===== config.mk =====
export PLATFORM = sky130hd
export DESIGN_NAME = bitbakery_tx_scheduler_flat
export DESIGN_NICKNAME = d
export VERILOG_FILES = /design/src/rtl/bitbakery_tx_scheduler_pkg.sv /design/src/rtl/bitbakery_tx_scheduler_if.sv /design/src/rtl/bitbakery_period_timer.sv /design/src/rtl/bitbakery_tx_scheduler.sv /design/src/flat_wrapper.sv
export SDC_FILE = /design/constraint.sdc
export NUM_CORES = 1
export LEC_CHECK = 0
export CAP_MARGIN = 30
export CELL_PAD_IN_SITES_DETAIL_PLACEMENT = 2
export CELL_PAD_IN_SITES_GLOBAL_PLACEMENT = 2
export CORE_AREA = 2 2 124 126
export DETAILED_ROUTE_END_ITERATION = 7
export DIE_AREA = 0 0 126 128
export PLACE_DENSITY_LB_ADDON = 0.1
export SYNTH_ARGS = -nofsm -noshare
export SYNTH_HDL_FRONTEND = slang
export SYNTH_SLANG_ARGS = --single-unit

===== constraint.sdc =====
create_clock -name i_clock -period 4.7 [get_ports i_clock]
set_clock_uncertainty 0.1 [all_clocks]
set_input_delay 0.47 -clock i_clock [delete_from_list [all_inputs] [get_ports i_clock]]
set_output_delay 0.47 -clock i_clock [all_outputs]
set_load 0.01 [all_outputs]

===== src/rtl/bitbakery_tx_scheduler_pkg.sv =====
// Shared definitions for the bitbakery serial TX scheduler: FSM encodings,
// packet kinds and lengths, and the status-packet checksum.
`timescale 1ns/1ps
package bitbakery_tx_scheduler_pkg;

  localparam logic [2:0] ST_IDLE = 3'd0;
  localparam logic [2:0] ST_LOAD = 3'd1;
  localparam logic [2:0] ST_SEND = 3'd2;
  localparam logic [2:0] ST_WAIT = 3'd3;
  localparam logic [2:0] ST_NEXT = 3'd4;

  localparam int PKT_LEN_STATUS = 6;
  localparam int PKT_LEN_EVENT  = 3;
  localparam logic [2:0] STAT_LAST = 3'(PKT_LEN_STATUS - 1);
  localparam logic [2:0] EVT_LAST  = 3'(PKT_LEN_EVENT - 1);

  typedef enum logic {
    PKT_STATUS = 1'b0,
    PKT_EVENT  = 1'b1
  } pkt_kind_e;

  function automatic logic [7:0] status_checksum(input logic [7:0] d0, input logic [7:0] d1,
                                                 input logic [7:0] d2, input logic [7:0] d3);
    return d0 ^ d1 ^ d2 ^ d3;
  endfunction

endpackage


===== src/rtl/bitbakery_tx_scheduler_if.sv =====
// Requester / transmitter bus of the TX scheduler. The master modport is the
// scheduler itself; slave is the surrounding game logic plus the UART.
`timescale 1ns/1ps
interface bitbakery_tx_scheduler_if;
  logic        enable;
  logic [7:0]  d0;
  logic [7:0]  d1;
  logic [7:0]  d2;
  logic [7:0]  d3;
  logic        evt_valid;
  logic [7:0]  evt_code;
  logic        evt_ready;
  logic        tx_start;
  logic [7:0]  tx_data;
  logic        tx_done;
  logic        busy;
  logic [15:0] pkt_count;
  logic        overrun;

  modport master (
    input  enable, d0, d1, d2, d3, evt_valid, evt_code, tx_done,
    output evt_ready, tx_start, tx_data, busy, pkt_count, overrun
  );

  modport slave (
    output enable, d0, d1, d2, d3, evt_valid, evt_code, tx_done,
    input  evt_ready, tx_start, tx_data, busy, pkt_count, overrun
  );
endinterface


===== src/rtl/bitbakery_period_timer.sv =====
// Free-running period counter with a terminal-count pulse; held at zero while
// disabled or cleared. Shared with other bitbakery blocks.
`timescale 1ns/1ps
module bitbakery_period_timer #(
  parameter int PERIOD_CYCLES = 500000
) (
  input  logic i_clock,
  input  logic i_reset,
  input  logic i_enable,
  input  logic i_clear,
  output logic o_tick
);

  localparam logic [23:0] LAST_COUNT = 24'(PERIOD_CYCLES - 1);

  logic [23:0] r_count;
  logic        w_at_last;

  assign w_at_last = (r_count == LAST_COUNT);
  assign o_tick    = i_enable & ~i_clear & w_at_last;

  always_ff @(posedge i_clock or negedge i_reset) begin
    if (!i_reset) begin
      r_count <= '0;
    end else if (!i_enable || i_clear || w_at_last) begin
      r_count <= '0;
    end else begin
      r_count <= r_count + 24'd1;
    end
  end

endmodule


===== src/rtl/bitbakery_tx_scheduler.sv =====
// Builds status/event packets and feeds them byte by byte to the shared 8E1
// UART transmitter; arbitration happens only between packets.
`timescale 1ns/1ps
module bitbakery_tx_scheduler
  import bitbakery_tx_scheduler_pkg::*;
#(
  parameter int         PERIOD_CYCLES = 500000,
  parameter logic [7:0] HDR_STATUS    = 8'hA5,
  parameter logic [7:0] HDR_EVENT     = 8'h5A
) (
  input  logic                       i_clock,
  input  logic                       i_reset,
  bitbakery_tx_scheduler_if.master   bus
);

  logic [2:0]  r_state;
  pkt_kind_e   r_kind;
  logic        r_stat_passed;
  logic [2:0]  r_idx;
  logic [2:0]  r_last;
  logic [7:0]  r_buf [6];
  logic        r_evt_pend;
  logic [7:0]  r_evt_code;
  logic        r_stat_pend;
  logic [7:0]  r_tx_data;
  logic        r_busy;
  logic [15:0] r_pkt_count;
  logic        r_overrun;

  logic w_tick;
  logic w_start;
  logic w_pick_evt;
  logic w_evt_hs;
  logic w_clr_evt;
  logic w_clr_stat;

  bitbakery_period_timer #(
    .PERIOD_CYCLES (PERIOD_CYCLES)
  ) u_timer (
    .i_clock  (i_clock),
    .i_reset  (i_reset),
    .i_enable (bus.enable),
    .i_clear  (1'b0),
    .o_tick   (w_tick)
  );

  // A status request skipped in favour of an event wins the next decision.
  assign w_start    = (r_state == ST_IDLE) & bus.enable & (r_evt_pend | r_stat_pend);
  assign w_pick_evt = r_evt_pend & ~(r_stat_pend & r_stat_passed);
  assign w_evt_hs   = bus.evt_valid & ~r_evt_pend;
  assign w_clr_evt  = (r_state == ST_LOAD) & (r_kind == PKT_EVENT);
  assign w_clr_stat = (r_state == ST_LOAD) & (r_kind == PKT_STATUS);

  assign bus.evt_ready = ~r_evt_pend;
  assign bus.tx_start  = (r_state == ST_SEND);
  assign bus.tx_data   = r_tx_data;
  assign bus.busy      = r_busy;
  assign bus.pkt_count = r_pkt_count;
  assign bus.overrun   = r_overrun;

  always_ff @(posedge i_clock or negedge i_reset) begin
    if (!i_reset) begin
      r_evt_pend  <= 1'b0;
      r_evt_code  <= '0;
      r_stat_pend <= 1'b0;
      r_overrun   <= 1'b0;
    end else begin
      if (w_clr_evt) begin
        r_evt_pend <= 1'b0;
      end else if (w_evt_hs) begin
        r_evt_pend <= 1'b1;
        r_evt_code <= bus.evt_code;
      end
      // A tick coinciding with the status LOAD re-arms the request without overrun.
      if (w_tick) begin
        if (r_stat_pend && !w_clr_stat) r_overrun <= 1'b1;
        r_stat_pend <= 1'b1;
      end else if (w_clr_stat) begin
        r_stat_pend <= 1'b0;
      end
    end
  end

  always_ff @(posedge i_clock or negedge i_reset) begin
    if (!i_reset) begin
      for (int i = 0; i < 6; i++) r_buf[i] <= '0;
    end else if (r_state == ST_LOAD) begin
      if (r_kind == PKT_STATUS) begin
        r_buf[0] <= HDR_STATUS;
        r_buf[1] <= bus.d0;
        r_buf[2] <= bus.d1;
        r_buf[3] <= bus.d2;
        r_buf[4] <= bus.d3;
        r_buf[5] <= status_checksum(bus.d0, bus.d1, bus.d2, bus.d3);
      end else begin
        r_buf[0] <= HDR_EVENT;
        r_buf[1] <= r_evt_code;
        r_buf[2] <= ~r_evt_code;
      end
    end
  end

  always_ff @(posedge i_clock or negedge i_reset) begin
    if (!i_reset) begin
      r_state       <= ST_IDLE;
      r_kind        <= PKT_STATUS;
      r_stat_passed <= 1'b0;
      r_idx         <= '0;
      r_last        <= '0;
      r_tx_data     <= '0;
      r_busy        <= 1'b0;
      r_pkt_count   <= '0;
    end else begin
      case (r_state)
        ST_IDLE: begin
          if (w_start) begin
            r_state       <= ST_LOAD;
            r_kind        <= w_pick_evt ? PKT_EVENT : PKT_STATUS;
            r_stat_passed <= w_pick_evt & r_stat_pend;
          end
        end
        ST_LOAD: begin
          r_idx     <= '0;
          r_busy    <= 1'b1;
          r_last    <= (r_kind == PKT_EVENT) ? EVT_LAST : STAT_LAST;
          r_tx_data <= (r_kind == PKT_EVENT) ? HDR_EVENT : HDR_STATUS;
          r_state   <= ST_SEND;
        end
        ST_SEND: r_state <= ST_WAIT;
        ST_WAIT: begin
          if (bus.tx_done) r_state <= ST_NEXT;
        end
        ST_NEXT: begin
          if (r_idx == r_last) begin
            r_pkt_count <= r_pkt_count + 16'd1;
            r_busy      <= 1'b0;
            r_state     <= ST_IDLE;
          end else begin
            r_idx     <= r_idx + 3'd1;
            r_tx_data <= r_buf[r_idx + 3'd1];
            r_state   <= ST_SEND;
          end
        end
        default: r_state <= ST_IDLE;
      endcase
    end
  end

endmodule


===== src/flat_wrapper.sv =====
// flat-port wrapper written by rule: the top's interface ports become plain ports
module bitbakery_tx_scheduler_flat import bitbakery_tx_scheduler_pkg::*;
#(
  parameter int         PERIOD_CYCLES = 500000,
  parameter logic [7:0] HDR_STATUS    = 8'hA5,
  parameter logic [7:0] HDR_EVENT     = 8'h5A
)
  (i_clock, i_reset, bus_enable, bus_d0, bus_d1, bus_d2, bus_d3, bus_evt_valid, bus_evt_code, bus_tx_done, bus_evt_ready, bus_tx_start, bus_tx_data, bus_busy, bus_pkt_count, bus_overrun);
  bitbakery_tx_scheduler_if bus_i ();
  input  logic i_clock;
  input  logic i_reset;
  input wire logic [$bits(bus_i.enable)-1:0] bus_enable;
  input wire logic [$bits(bus_i.d0)-1:0] bus_d0;
  input wire logic [$bits(bus_i.d1)-1:0] bus_d1;
  input wire logic [$bits(bus_i.d2)-1:0] bus_d2;
  input wire logic [$bits(bus_i.d3)-1:0] bus_d3;
  input wire logic [$bits(bus_i.evt_valid)-1:0] bus_evt_valid;
  input wire logic [$bits(bus_i.evt_code)-1:0] bus_evt_code;
  input wire logic [$bits(bus_i.tx_done)-1:0] bus_tx_done;
  output wire logic [$bits(bus_i.evt_ready)-1:0] bus_evt_ready;
  output wire logic [$bits(bus_i.tx_start)-1:0] bus_tx_start;
  output wire logic [$bits(bus_i.tx_data)-1:0] bus_tx_data;
  output wire logic [$bits(bus_i.busy)-1:0] bus_busy;
  output wire logic [$bits(bus_i.pkt_count)-1:0] bus_pkt_count;
  output wire logic [$bits(bus_i.overrun)-1:0] bus_overrun;
  assign bus_i.enable = bus_enable;
  assign bus_i.d0 = bus_d0;
  assign bus_i.d1 = bus_d1;
  assign bus_i.d2 = bus_d2;
  assign bus_i.d3 = bus_d3;
  assign bus_i.evt_valid = bus_evt_valid;
  assign bus_i.evt_code = bus_evt_code;
  assign bus_i.tx_done = bus_tx_done;
  assign bus_evt_ready = bus_i.evt_ready;
  assign bus_tx_start = bus_i.tx_start;
  assign bus_tx_data = bus_i.tx_data;
  assign bus_busy = bus_i.busy;
  assign bus_pkt_count = bus_i.pkt_count;
  assign bus_overrun = bus_i.overrun;
  bitbakery_tx_scheduler #(.PERIOD_CYCLES(PERIOD_CYCLES), .HDR_STATUS(HDR_STATUS), .HDR_EVENT(HDR_EVENT)) u_core (.i_clock(i_clock), .i_reset(i_reset), .bus(bus_i));
endmodule

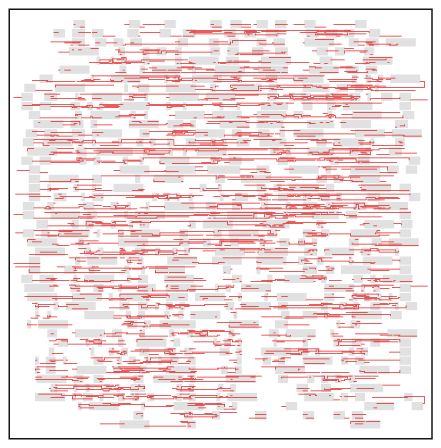
**Above:** metal 1.
Cells faint in the background.
- wire length on this layer: 7200 um
- main direction: horizontal

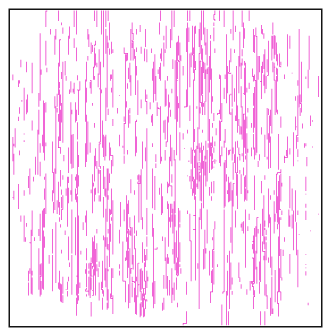
**Above:** signal wires on met2.
- wire length on this layer: 6860 um
- share of all routed wire: 46%
- longest straight run: 47.1 um
- nets with wire on the layer: 563
- main direction: vertical
via count: 4113
met2 Resource Use GR: 0.3033

==> summary.rpt <==
IMPLEMENTATION SUMMARY REPORT
----------------------------------------------------
[Route]
  Drt initial violations ........................ 186
  Vias per cell ........................ 5.433
  Detailed-route wire length on metal 1 ........................ 7197 um
  DRC violations left ........................ 0
  Met3 Routed Length ........................ 707 um

[Synthesis]
  Area of the mapped netlist ........................ 5400 um2
  Most used flip-flop cell ........................ sky130_fd_sc_hd__dfrtp_1
  Number of cells produced by synthesis ........................ 500
  Mux share of post-synthesis cell area ........................ 0.1040
  Sequential fraction of the synthesis area ........................ 0.5097
  Top cells by count ........................ sky130_fd_sc_hd__dfrtp_1 (110), sky130_fd_sc_hd__xnor2_1 (43), sky130_fd_sc_hd__nor2_1 (36)
  Count of distinct cell types in the synthesized netlist ........................ 48
  Avg Cell Area, Syn ........................ 10.80 um2
  Post-synthesis share of cell area spent on and, or, nand and nor gates ........................ 0.1499
  Chip Area, Yosys ........................ 5400 um2
  Number of nets in the synthesized netlist ........................ 548
  Post-synthesis share of cell area spent on and-or and or-and gates ........................ 0.1126
  Count of yosys warnings during synthesis ........................ 0
  Largest cells by area after synthesis ........................ sky130_fd_sc_hd__dfrtp_1 (51%), sky130_fd_sc_hd__xnor2_1 (7.0%), sky130_fd_sc_hd__mux2_1 (4.8%), sky130_fd_sc_hd__mux4_2 (3.3%), sky130_fd_sc_hd__a21oi_1 (2.7%)
  Fa+ha+maj area frac ........................ 0.006951

[Setup path]
  Max stage delay on crit path ........................ 980 ps
  Worst path arrival time ........................ 2910 ps
  Launch point of the critical path ........................ u_core.r_idx[0]$_DFFE_PN0P_
  Reg2reg start ........................ u_core.r_idx[0]$_DFFE_PN0P_
  Worst r2r path cells ........................ 4
  Worst path cell trace ........................ ha_1 -> mux4_2 -> a21oi_1 -> o2bb2ai_1
  Register-to-register setup slack ........................ 1910 ps

[CTS]
  Count of clock tree sinks ........................ 110
  Source-to-sink clock delay at the later pin of the worst-skew pair ........................ 360 ps
  Post-CTS Resized ........................ 0
  Clock tree from TritonCTS ........................ yes
  Number of buffers added by the clock tree synthesis step ........................ 9
  Count of hold-fix buffers inserted at cts ........................ 1

[Timing]
  Worst slack on hold paths ........................ 368.7 ps
  Crit path time final ........................ 2794 ps
  Setup repair after global routing missed its margin ........................ no
  Highest clock rate ........................ 357.9 MHz
  Setup-violating endpoint count in the final report ........................ 0
  Transition time at the pin with the least slew margin ........................ 964.6 ps
  Worst path setup slack after routing ........................ 1906 ps

[Finish]
  Dominant logic cell type in the layout ........................ sky130_fd_sc_hd__dfrtp_1
  Area of combinational cells with multiple inputs ........................ 2502 um2
  Final non-filler cell total ........................ 757
  Sequential cell count of the final layout ........................ 110
  Clock distribution area overhead in the final layout ........................ 0.04961
  Most used cells in the layout excluding fill and tap cells ........................ sky130_fd_sc_hd__dfrtp_1 (110), sky130_fd_sc_hd__clkdlybuf4s50_1 (71), sky130_fd_sc_hd__xnor2_1 (43)
  Number of ordinary inverters in the final layout ........................ 9
  Antenna diode instance count ........................ 0
  Clock buffers ........................ 10
  Share of the core filled with cells ........................ 0.4497
  Leading cell kind ........................ flip-flops and latches

[Pwr]
  Total sequential power ........................ 1520 uW
  Part of the total power dissipated in sequential elements ........................ 0.457
  Combinational share of power ........................ 0.289
  Peak VDD IR ........................ 0.0002319 V
  Clock Power Share ........................ 0.254

[GRT]
  Met1 Usage GRT ........................ 0.2898
  Number of antenna violations at the first check in global routing ........................ 0
  Global route overflow ........................ 0

[Die]
  Number of well taps ........................ 188
  Core Util at FP ........................ 0.3633
  I/O pin total ........................ 73
  Die Y ........................ 128 um

[Hold path]
  Count of cells along the worst hold path ........................ 1
  Beginning of the worst hold path ........................ u_core.u_timer.r_count[0]$_DFF_PN0_
  End point of the most critical hold path ........................ u_core.u_timer.r_count[0]$_DFF_PN0_

[Place]
  Number of port buffers ........................ 72
  Place WS ........................ 1873 ps
  Placed instance count ........................ 738

[Run status]
  Outcome ........................ finished clean

[Flow run]
  Max cap viols ........................ 0

----------------------------------------------------
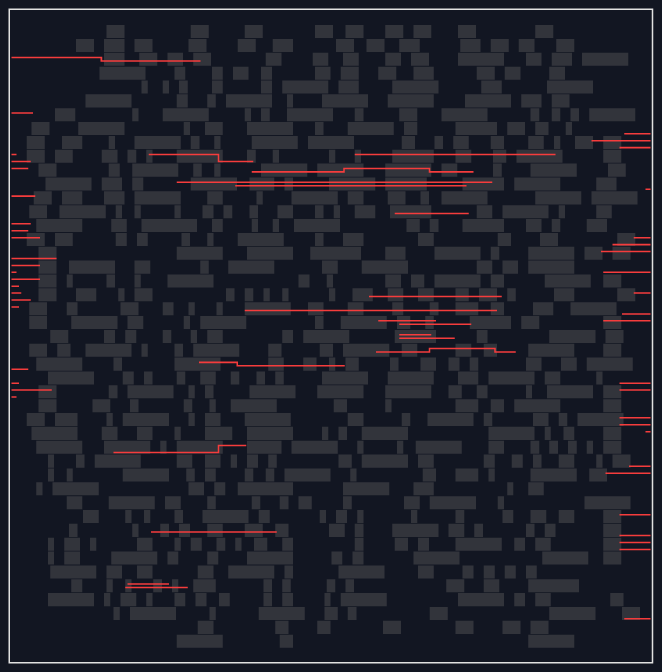
**Above:** the metal 3 layer.
Cells faint in the background.
- nets with wire on the layer: 57
- longest straight run: 61.6 um

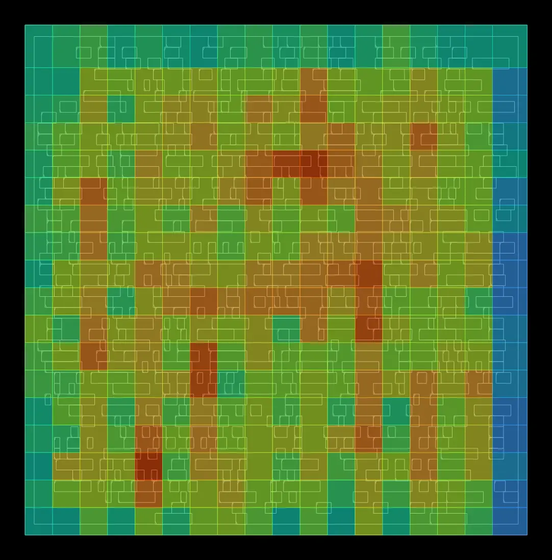
**Above:** routing congestion map.
GRT Util Overall: 0.1983
met3 track utilization from global routing: 0.04299
average detailed-routed wire length per instance: 19.63 um

No activity file was given, so power comes from the tool's default toggle rates.
